--- config.mk ---
export PLATFORM = sky130hd
export DESIGN_NAME = mips_pc_update_flat
export DESIGN_NICKNAME = d
export VERILOG_FILES = /design/src/rtl/mips_pc_update_pkg.sv /design/src/rtl/mips_pc_update_if.sv /design/src/rtl/mips_pc_update_target.sv /design/src/rtl/mips_pc_update.sv /design/src/flat_wrapper.sv
export SDC_FILE = /design/constraint.sdc
export NUM_CORES = 1
export LEC_CHECK = 0
export ABC_AREA = 1
export CAP_MARGIN = 25
export CORE_MARGIN = 1
export CORE_UTILIZATION = 40
export DETAILED_ROUTE_END_ITERATION = 6
export PLACE_DENSITY = 0.66
export RECOVER_POWER = 100
export SYNTH_ARGS = -nofsm -noshare
export SYNTH_HDL_FRONTEND = slang
export SYNTH_HIERARCHICAL = 1
export SYNTH_SLANG_ARGS = --single-unit
--- constraint.sdc ---
create_clock -name clock -period 5.54 [get_ports clock]
set_input_delay 1.108 -clock clock [delete_from_list [all_inputs] [get_ports clock]]
set_output_delay 1.108 -clock clock [all_outputs]
set_load 0.05 [all_outputs]
--- src/rtl/mips_pc_update_pkg.sv ---
// Shared types for the PC update slice: control encodings from the PC signal
// generator, the fetch FSM states, and the branch condition evaluator.
package mips_pc_update_pkg;

   localparam logic [31:0] PC_STEP = 32'd4;

   // Control-flow action requested by the decode-stage instruction.
   typedef enum logic [1:0] {
      PC_INC    = 2'd0,
      PC_JUMP   = 2'd1,
      PC_JUMPR  = 2'd2,
      PC_BRANCH = 2'd3
   } pc_action_e;

   // Branch condition; only meaningful together with PC_BRANCH.
   typedef enum logic [1:0] {
      COND_NONE = 2'd0,
      COND_EQ   = 2'd1,
      COND_NE   = 2'd2
   } pc_cond_e;

   typedef struct packed {
      pc_action_e action;
      pc_cond_e   cond;
   } pc_control_t;

   // RUN issues sequential/redirected fetches; PENDING holds a redirect that
   // instruction memory has not yet accepted.
   typedef enum logic {
      ST_RUN     = 1'b0,
      ST_PENDING = 1'b1
   } pc_state_e;

   // COND_NONE is never true, so a branch without a condition acts as PC_INC.
   function automatic logic cond_true_f(input pc_cond_e c,
                                        input logic [31:0] a,
                                        input logic [31:0] b);
      case (c)
         COND_EQ: return (a == b);
         COND_NE: return (a != b);
         default: return 1'b0;
      endcase
   endfunction

endpackage

--- src/rtl/mips_pc_update_if.sv ---
// Decode/fetch signal bundle for the PC update block. The master side drives
// decode-stage control and memory handshake; the slave side is the PC block.
interface mips_pc_update_if;
   import mips_pc_update_pkg::*;

   pc_control_t control;
   logic        decode_valid;
   logic [31:0] decode_pc;
   logic [31:0] rs_value;
   logic [31:0] rt_value;
   logic [15:0] immediate;
   logic [25:0] target;
   logic        stall;
   logic        fetch_ready;

   logic [31:0] pc;
   logic        fetch_valid;
   logic        flush;
   logic        taken;

   modport master (
      output control, decode_valid, decode_pc, rs_value, rt_value,
             immediate, target, stall, fetch_ready,
      input  pc, fetch_valid, flush, taken
   );

   modport slave (
      input  control, decode_valid, decode_pc, rs_value, rt_value,
             immediate, target, stall, fetch_ready,
      output pc, fetch_valid, flush, taken
   );

endinterface

--- src/rtl/mips_pc_update_target.sv ---
// Combinational redirect target and branch condition for the decode-stage
// instruction. Targets are always word aligned.
module mips_pc_update_target
   import mips_pc_update_pkg::*;
(
   input  pc_control_t control,
   input  logic [31:0] decode_pc,
   input  logic [31:0] rs_value,
   input  logic [31:0] rt_value,
   input  logic [15:0] immediate,
   input  logic [25:0] target,
   output logic [31:0] redirect_target,
   output logic        cond_true
);

   logic [31:0] pc_plus4;
   logic [31:0] br_off;
   logic [31:0] br_sum;

   // Select the target for the requested action; branch offset is a signed
   // word displacement from the delay-slot address.
   always_comb begin
      pc_plus4        = decode_pc + PC_STEP;
      br_off          = {{14{immediate[15]}}, immediate, 2'b00};
      br_sum          = pc_plus4 + br_off;
      cond_true       = cond_true_f(control.cond, rs_value, rt_value);
      redirect_target = {pc_plus4[31:2], 2'b00};
      unique case (control.action)
         PC_JUMP:   redirect_target = {pc_plus4[31:28], target, 2'b00};
         PC_JUMPR:  redirect_target = {rs_value[31:2], 2'b00};
         PC_BRANCH: redirect_target = {br_sum[31:2], 2'b00};
         default:   redirect_target = {pc_plus4[31:2], 2'b00};
      endcase
   end

endmodule

--- src/rtl/mips_pc_update.sv ---
// Fetch PC register with decode-stage redirect. A redirect that memory cannot
// accept immediately is parked in PENDING until the fetch handshake completes.
module mips_pc_update
   import mips_pc_update_pkg::*;
#(
   parameter logic [31:0] RESET_PC = 32'h0040_0000
)(
   input  logic               clock,
   input  logic               reset,
   mips_pc_update_if.slave    bus
);

   pc_state_e   state_q;
   logic [31:0] pc_q;
   logic [31:0] pending_q;

   logic [31:0] redirect_target;
   logic        cond_true;
   logic        redirect;
   logic        fetch_valid;
   logic        flush;
   logic        in_run;

   mips_pc_update_target u_target (
      .control         (bus.control),
      .decode_pc       (bus.decode_pc),
      .rs_value        (bus.rs_value),
      .rt_value        (bus.rt_value),
      .immediate       (bus.immediate),
      .target          (bus.target),
      .redirect_target (redirect_target),
      .cond_true       (cond_true)
   );

   // Redirect decision and handshake outputs; all forced low while in reset.
   // Control inputs are ignored in PENDING, so a redirect is only seen in RUN.
   always_comb begin
      in_run      = (state_q == ST_RUN);
      redirect    = 1'b0;
      if (!reset && in_run && bus.decode_valid && !bus.stall) begin
         unique case (bus.control.action)
            PC_JUMP, PC_JUMPR: redirect = 1'b1;
            PC_BRANCH:         redirect = cond_true;
            default:           redirect = 1'b0;
         endcase
      end
      fetch_valid = !reset && (!in_run || !bus.stall);
      flush       = !reset && (in_run ? redirect : bus.fetch_ready);
   end

   // PC / pending-target state machine.
   always_ff @(posedge clock) begin
      if (reset) begin
         pc_q      <= {RESET_PC[31:2], 2'b00};
         pending_q <= '0;
         state_q   <= ST_RUN;
      end else begin
         unique case (state_q)
            ST_RUN: begin
               if (redirect) begin
                  if (bus.fetch_ready) begin
                     pc_q <= redirect_target;
                  end else begin
                     pending_q <= redirect_target;
                     state_q   <= ST_PENDING;
                  end
               end else if (fetch_valid && bus.fetch_ready) begin
                  pc_q <= pc_q + PC_STEP;
               end
            end
            ST_PENDING: begin
               if (bus.fetch_ready) begin
                  pc_q    <= pending_q;
                  state_q <= ST_RUN;
               end
            end
            default: state_q <= ST_RUN;
         endcase
      end
   end

   assign bus.pc          = pc_q;
   assign bus.fetch_valid = fetch_valid;
   assign bus.flush       = flush;
   assign bus.taken       = redirect;

endmodule

--- src/flat_wrapper.sv ---
// flat-port wrapper written by rule: the top's interface ports become plain ports
module mips_pc_update_flat import mips_pc_update_pkg::*;
#(
   parameter logic [31:0] RESET_PC = 32'h0040_0000
)
  (clock, reset, bus_control, bus_decode_valid, bus_decode_pc, bus_rs_value, bus_rt_value, bus_immediate, bus_target, bus_stall, bus_fetch_ready, bus_pc, bus_fetch_valid, bus_flush, bus_taken);
  mips_pc_update_if bus_i ();
  input  logic clock;
  input  logic reset;
  input wire logic [$bits(bus_i.control)-1:0] bus_control;
  input wire logic [$bits(bus_i.decode_valid)-1:0] bus_decode_valid;
  input wire logic [$bits(bus_i.decode_pc)-1:0] bus_decode_pc;
  input wire logic [$bits(bus_i.rs_value)-1:0] bus_rs_value;
  input wire logic [$bits(bus_i.rt_value)-1:0] bus_rt_value;
  input wire logic [$bits(bus_i.immediate)-1:0] bus_immediate;
  input wire logic [$bits(bus_i.target)-1:0] bus_target;
  input wire logic [$bits(bus_i.stall)-1:0] bus_stall;
  input wire logic [$bits(bus_i.fetch_ready)-1:0] bus_fetch_ready;
  output wire logic [$bits(bus_i.pc)-1:0] bus_pc;
  output wire logic [$bits(bus_i.fetch_valid)-1:0] bus_fetch_valid;
  output wire logic [$bits(bus_i.flush)-1:0] bus_flush;
  output wire logic [$bits(bus_i.taken)-1:0] bus_taken;
  assign bus_i.control = bus_control;
  assign bus_i.decode_valid = bus_decode_valid;
  assign bus_i.decode_pc = bus_decode_pc;
  assign bus_i.rs_value = bus_rs_value;
  assign bus_i.rt_value = bus_rt_value;
  assign bus_i.immediate = bus_immediate;
  assign bus_i.target = bus_target;
  assign bus_i.stall = bus_stall;
  assign bus_i.fetch_ready = bus_fetch_ready;
  assign bus_pc = bus_i.pc;
  assign bus_fetch_valid = bus_i.fetch_valid;
  assign bus_flush = bus_i.flush;
  assign bus_taken = bus_i.taken;
  mips_pc_update #(.RESET_PC(RESET_PC)) u_core (.clock(clock), .reset(reset), .bus(bus_i));
endmodule
Fig. 1: clock network drawn from the DEF
(2 px per µm)
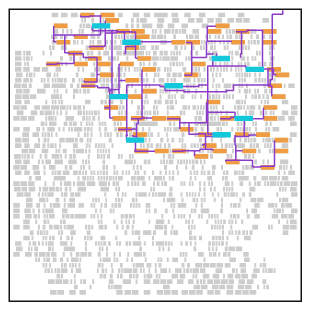
[clock drivers] cyan | count: 9
[flip-flops] orange | count: 65
[clock wires] purple | length: 1,000 µm
routed clock nets	10
Final Skew: 0.0113 ns
Clock Power Share: 38.1%
Power Clock: 0.680 mW
worst skew pair latency: 0.35 ns

Fig. 2: signal wires by layer
(2 px per µm)
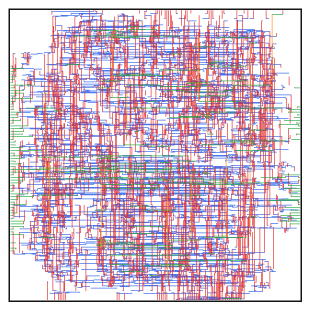
layer	colour	wire length
metal 3	green	2,050 µm
metal 1	blue	14,400 µm
metal 4	orange	500 µm
metal 2	red	13,100 µm

Fig. 3: M3 wires
(2 px per µm)
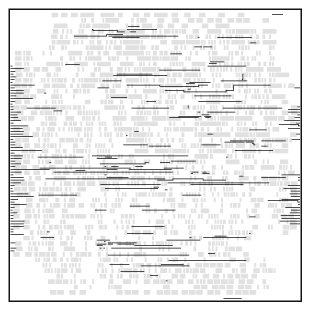
share of all routed wire	6.8%
nets with wire on the layer	191
wire length on this layer	2,050 µm
main direction	horizontal
DR vias: 9,791
met3 usage: 3.87%
Post-Route WL: 30.1 mm

Fig. 4: routed metal per tile
(2 px per µm) The die is cut into 29 by 29 equal tiles; dark purple is low, yellow is high, scaled to the fullest tile. Values are wire area over tile area, all layers added.
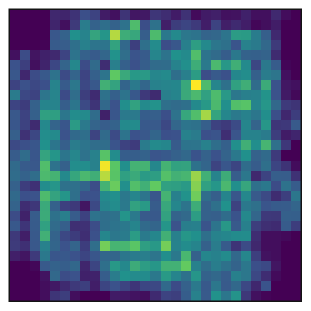
nearly empty tiles	7.4%
tiles over half the peak	17%
densest ninth of the die	centre
mean over tiles	0.23
fullest tile	0.70
wire per inst: 15.7 µm
gr usage total: 28.2%

Fig. 5: congestion heat map
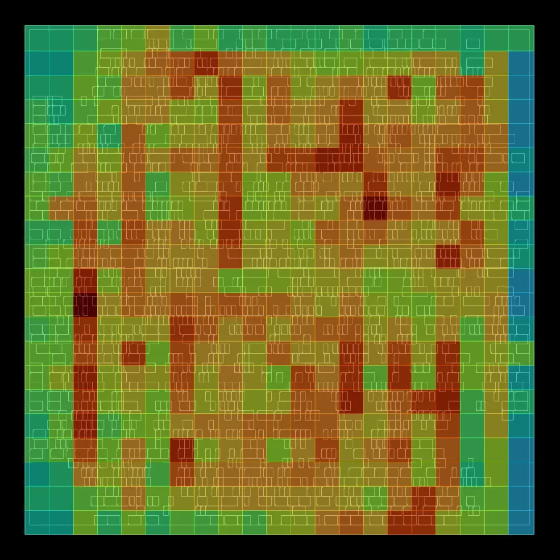
M2 GR Usage: 44.5%
Finished Core Util: 52.4%
GRT met1 Usage: 40.5%
grt peak-use layer: met2

-- cell usage after synthesis (2+ instances only) --
master     number
dfxtp_1        65
buf_4           7
nor3_2          4
clkinv_1        2
or2_2          13
buf_1           2
o21ai_0        59
nand4_1        16
xnor2_1        17
o2111ai_1       3
buf_2          10
o21bai_1        9
nand2_1       468
ha_1           37
and2_1          2
nand3_1        86
nor2_1        188
buf_6           3
nor2_2         18
nand3b_1        7
a221oi_1       16
a21oi_2         7
nand3_2         2
o211ai_1        8
clkbuf_1       22
nor3_1         18
inv_1         183
o21ai_1         2
nand2_4         3
xor2_1         32
xor2_2          2
inv_2           8
a21oi_1       108
nor2_4         11
nand2_2        19
a22oi_1         6
==> flow_metrics.env <==
# yosys + openroad results
export IMPL_flop_count=65
export IMPL_cts_made_buffers=9
export IMPL_p_int_mw=1.18
export IMPL_ys_warnings_count=6
export IMPL_violations="max-capacitance violations, max-slew violations"
export IMPL_tightest_slew_ns=1.56
export IMPL_grt_overflow=0
export IMPL_diodes=0
export IMPL_drv_slew=34
export IMPL_p_per_area_mw_per_mm2=169
export IMPL_startpoint="bus_rs_value[9]"
export IMPL_grt_start_max_net_pins=52
export IMPL_rr_worst_depth=9
export IMPL_status="finished with violations"
export IMPL_hold_viol=0
export IMPL_synthToLayoutAreaGrowth_pct=28.6
export IMPL_drv_cap=1
export IMPL_tritoncts="done"
export IMPL_combPwrFrac_pct=34.5
export IMPL_layout_drive_gt1_share_pct=6.95
export IMPL_cp_cell_sequence="dlygate4sd3_1 -> nand2_1 -> inv_1 -> o21ai_0 -> nor3_1 -> nand2_1 -> nor2_1 -> nand2_1 -> a21oi_1 -> nand2_1 -> inv_1 -> o21ai_0 -> nor2b_2 -> nor2_1 -> clkbuf_1 -> a211oi_1 -> buf_12"
export IMPL_inverters_excl_clock=193
export IMPL_dp_hpwl_mm=24.4
export IMPL_r2r_start="u_core/state_q"
export IMPL_met2_length_mm=13.1
export IMPL_max_slew_margin_pct=-4.03
export IMPL_comb_cells=1173
export IMPL_clkSinkCount=65
export IMPL_firstDrtPassIters=6
export IMPL_crit_cells=17
export IMPL_max_vdd_ir_drop_mv=0.0958
export IMPL_fin_tns_setup_ns=0
export IMPL_p_leak_nw=4.88
export IMPL_min_to="u_core/pending_q[24]"
export IMPL_layout_setup_ws_ns=0.328
export IMPL_crit_type="input pin to output port"
export IMPL_die_h_um=145
export IMPL_synth_cell_area_mm2=0.00821
export IMPL_synth_area_top_cells="nand2_1, dfxtp_1, nor2_1"
export IMPL_drt_vias_per_instance=5.12
export IMPL_largest_cell_class="logic gates"
export IMPL_ys_sh_simple_pct=45.5
export IMPL_regArea_mm2=0.00130
Power figures rest on the tool's default switching activity, not on a simulated workload.
